### Signal wires on met1

The bar under the picture is 20 um long. Cells faint in the background.
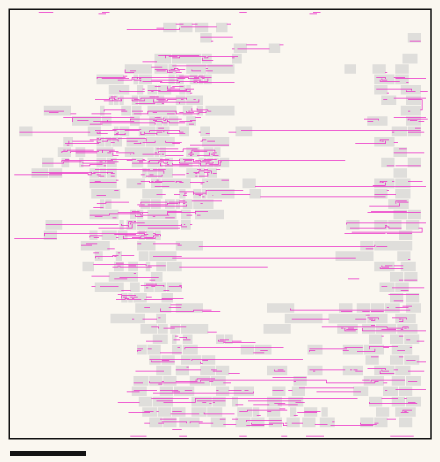
### Metal 2

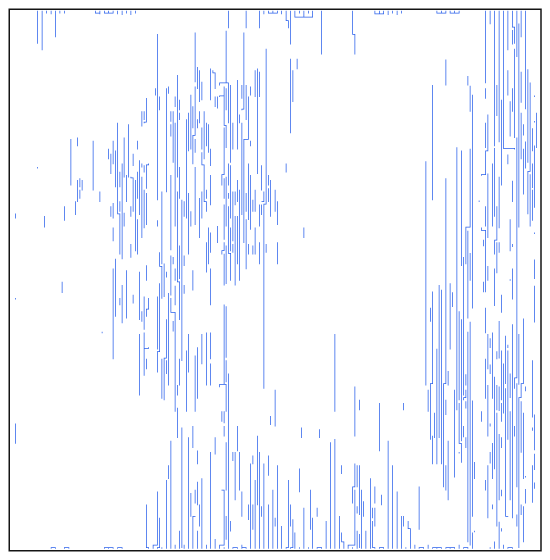
### Signal wires on met3

The bar under the picture is 20 um long.
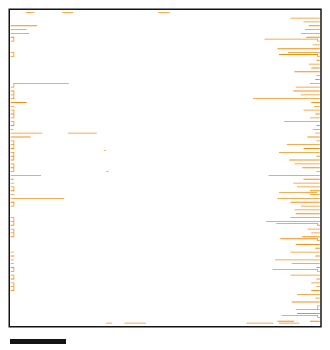
**config.mk**
```make
export PLATFORM = sky130hd
export DESIGN_NAME = sram_arbiter
export DESIGN_NICKNAME = d
export VERILOG_FILES = /design/src/rtl/cpu32_pkg.sv /design/src/rtl/arb_starve_ctr.sv /design/src/rtl/sram_arbiter.sv
export SDC_FILE = /design/constraint.sdc
export NUM_CORES = 1
export LEC_CHECK = 0
export CAP_MARGIN = 10
export CORE_AREA = 2 2 108 110
export CTS_BUF_LIST = sky130_fd_sc_hd__clkbuf_8
export DETAILED_ROUTE_END_ITERATION = 6
export DIE_AREA = 0 0 110 112
export PLACE_DENSITY = 0.68
export SYNTH_ARGS = -nofsm -noshare
export SYNTH_HDL_FRONTEND = slang
export SYNTH_SLANG_ARGS = --single-unit
```
**constraint.sdc**
```tcl
create_clock -name clk -period 1.8 [get_ports clk]
set_clock_uncertainty 0.15 [all_clocks]
set_input_delay 0.27 -clock clk [delete_from_list [all_inputs] [get_ports clk]]
set_output_delay 0.27 -clock clk [all_outputs]
set_load 0.02 [all_outputs]
```
**src/rtl/cpu32_pkg.sv**
```systemverilog
// +----------------------------------------------------------------------+
// | cpu32_pkg : shared port identifiers and limits for the cpu32 memory   |
// | subsystem.                                                            |
// | Revision  : 1.0                                                       |
// +----------------------------------------------------------------------+
`default_nettype none

package cpu32_pkg;

    typedef enum logic {
        PORT_I = 1'b0,
        PORT_D = 1'b1
    } port_e;

    localparam logic [15:0] CONFLICT_MAX = 16'hFFFF;

endpackage : cpu32_pkg

`default_nettype wire

```
**src/rtl/arb_starve_ctr.sv**
```systemverilog
// +----------------------------------------------------------------------+
// | arb_starve_ctr : bounded count of consecutive data-port wins taken    |
// | while fetch is waiting.                                               |
// | Revision       : 1.0                                                  |
// +----------------------------------------------------------------------+
`default_nettype none

module arb_starve_ctr (
    input  logic       clk,
    input  logic       reset,
    input  logic       inc,
    input  logic       clr,
    input  logic [3:0] limit,
    output logic       at_limit
);

    logic [3:0] cnt_q;
    logic [3:0] cnt_d;

    always_comb begin
        cnt_d = cnt_q;
        if (clr) begin
            cnt_d = 4'd0;
        end else if (inc && (cnt_q < limit)) begin
            cnt_d = cnt_q + 4'd1;
        end
    end

    always_ff @(posedge clk) begin
        if (reset) begin
            cnt_q <= 4'd0;
        end else begin
            cnt_q <= cnt_d;
        end
    end

    assign at_limit = (cnt_q == limit);

endmodule : arb_starve_ctr

`default_nettype wire

```
**src/rtl/sram_arbiter.sv**
```systemverilog
// +----------------------------------------------------------------------+
// | sram_arbiter : shares one single-port SRAM between fetch and data     |
// | ports; data has priority bounded by a starvation limit.               |
// | Revision     : 1.0                                                    |
// +----------------------------------------------------------------------+
`default_nettype none

module sram_arbiter
    import cpu32_pkg::*;
#(
    parameter int AW         = 32,
    parameter int DW         = 32,
    parameter int STARVE_MAX = 3
) (
    input  logic          clk,
    input  logic          reset,
    input  logic          i_req,
    input  logic [AW-1:0] i_addr,
    output logic          i_gnt,
    output logic          i_rvalid,
    output logic [DW-1:0] i_rdata,
    input  logic          d_req,
    input  logic          d_we,
    input  logic [AW-1:0] d_addr,
    input  logic [DW-1:0] d_wdata,
    output logic          d_gnt,
    output logic          d_rvalid,
    output logic [DW-1:0] d_rdata,
    output logic [AW-1:0] sram_addr,
    output logic [DW-1:0] sram_wdata,
    output logic          sram_we,
    input  logic [DW-1:0] sram_rdata,
    output logic [15:0]   conflicts
);

    localparam logic [3:0] c_LIMIT = 4'(STARVE_MAX);

    logic        w_at_limit;
    logic        w_d_win;
    logic        w_i_win;
    logic        resp_v_q;
    logic        resp_v_d;
    port_e       resp_port_q;
    port_e       resp_port_d;
    logic [15:0] conflicts_q;
    logic [15:0] conflicts_d;

    // Data wins unless fetch is also pending and has waited its full share.
    always_comb begin
        w_d_win = d_req && (!i_req || !w_at_limit);
        w_i_win = i_req && !w_d_win;
        i_gnt   = w_i_win && !reset;
        d_gnt   = w_d_win && !reset;
    end

    assign sram_addr  = d_gnt ? d_addr : i_addr;
    assign sram_wdata = d_wdata;
    assign sram_we    = d_gnt && d_we;

    arb_starve_ctr u_starve_ctr (
        .clk      (clk),
        .reset    (reset),
        .inc      (d_gnt && i_req),
        .clr      (i_gnt || !i_req),
        .limit    (c_LIMIT),
        .at_limit (w_at_limit)
    );

    always_comb begin
        resp_v_d    = i_gnt || (d_gnt && !d_we);
        resp_port_d = d_gnt ? PORT_D : PORT_I;
        conflicts_d = conflicts_q;
        if (i_req && d_req && (conflicts_q != CONFLICT_MAX)) begin
            conflicts_d = conflicts_q + 16'd1;
        end
    end

    always_ff @(posedge clk) begin
        if (reset) begin
            resp_v_q    <= 1'b0;
            resp_port_q <= PORT_I;
            conflicts_q <= 16'd0;
        end else begin
            resp_v_q    <= resp_v_d;
            resp_port_q <= resp_port_d;
            conflicts_q <= conflicts_d;
        end
    end

    // Read data fans out unregistered; each rvalid qualifies its copy.
    assign i_rvalid  = resp_v_q && (resp_port_q == PORT_I);
    assign d_rvalid  = resp_v_q && (resp_port_q == PORT_D);
    assign i_rdata   = sram_rdata;
    assign d_rdata   = sram_rdata;
    assign conflicts = conflicts_q;

endmodule : sram_arbiter

`default_nettype wire

```
==> results.yml <==
# implementation run metrics
min_path:
  hold_path.startpoint: "u_starve_ctr.cnt_q[3]"
critical_path:
  cp_max_fo: 5
  critPathRequiredTime_ns: 1.38
  cp.arrival_ns: 1.91
  start_kind: "flip-flop"
  reg2regPathDepth: 5
logic_synthesis:
  synth_nets: 396
  yosys_area_sq_um: 2310
  ys_warn_count: 0
die:
  die_width_um: 110
  die_h_um: 112
final_timing:
  hold_viol: 0
  setup_viol: 34
  tns_ns: -16.09
  worst_slack_ns: -0.529
run:
  warnings: 29
  cap_violations: 0
clock_tree:
  numCtsBuffers: 3
  path_clk_slew_ns: 0.08
  root_buffer: "clkbuf_8"
  post_cts_buffers: 6
power_and_ir_drop:
  seq_power_share_pct: 31.1
  p_clk_w: 0.000475
  p_int_w: 0.00118
layout:
  stdcell_count: 466
run_status:
  violations: "negative setup slack"
  status: "finished, violations left"
grt:
  grt_pass1_wl_um: 11100
drt:
  vias_per_cell: 4.31
placed_design:
  portBuffers: 121
-- 'Signal wires on met1' (at the start) --
The layer carries 2810 um of wire. 341 nets have wire on it.

-- 'Metal 2' (at the start) --
The layer carries 4300 um of wire. 408 nets have wire on it.

-- 'Signal wires on met3' (at the start) --
109 nets have wire on it. The layer holds 9.9% of the routed length. The longest straight run is 23.4 um. The wires run mostly horizontal. The layer carries 789 um of wire.

[state kept, by name, summed over array words and instances (netlist names)]
register / cells
resp_port_q: 1
conflicts: 16
u_starve_ctr.cnt_q: 4
resp_v_q: 1
[placed cells by master (no fill, tap or decap), drive strengths merged, types with 3 or more instances in the layout]
master / netlist / layout
a21oi: 11 / 11
and3: 5 / 5
and4: 3 / 3
buf: 105 / 77
clkbuf: 0 / 3
clkdlybuf4s50: 0 / 74
dfxtp: 22 / 22
dlygate4sd2: 0 / 8
dlymetal6s2s: 0 / 4
inv: 5 / 5
mux2: 35 / 35
nand2: 9 / 9
nand3: 4 / 4
nand4: 7 / 7
nor2: 7 / 7
nor2b: 3 / 3
nor4: 4 / 4
o21ai: 8 / 8
o31ai: 4 / 4
or3: 4 / 4
or4: 4 / 4
[logic make-up after synthesis]
family	Yosys count	share of synthesized area, %
buffers and inverters	110	35.4
AND/OR/NAND/NOR	59	16.9
multiplexers	37	18.4
AND-OR/OR-AND	31	9.11
flip-flops	22	19.1
adder cells (fa/ha/maj)	2	1.08
[worst max-delay path, stage by stage (launching register included)]
cell      delay (ns)
dfxtp_2         0.34
ha_4            0.16
a311oi_4        0.30
buf_6           0.17
buf_12          0.11
buf_16          0.12
mux2_4          0.30
buf_6           0.13
[area by class of cell]
class | count | area (sq um) | share of cell area [%]
flip-flops and latches | 22 | 455 | 12.5
repair buffers | 163 | 1690 | 46.4
multi-input cells | 129 | 1230 | 33.7
clock inverters | 1 | 30.0 | 0.825
inverters | 5 | 18.8 | 0.515
clock buffers | 3 | 41.3 | 1.13
well taps | 143 | 179 | 4.91
[routing by layer]
layer | wire length, um | vias to the layer above
met5 | 0 | -
met2 | 4300 | 117
met1 | 2810 | 932
met3 | 789 | 10
li1 | - | 950
met4 | 39 | 0
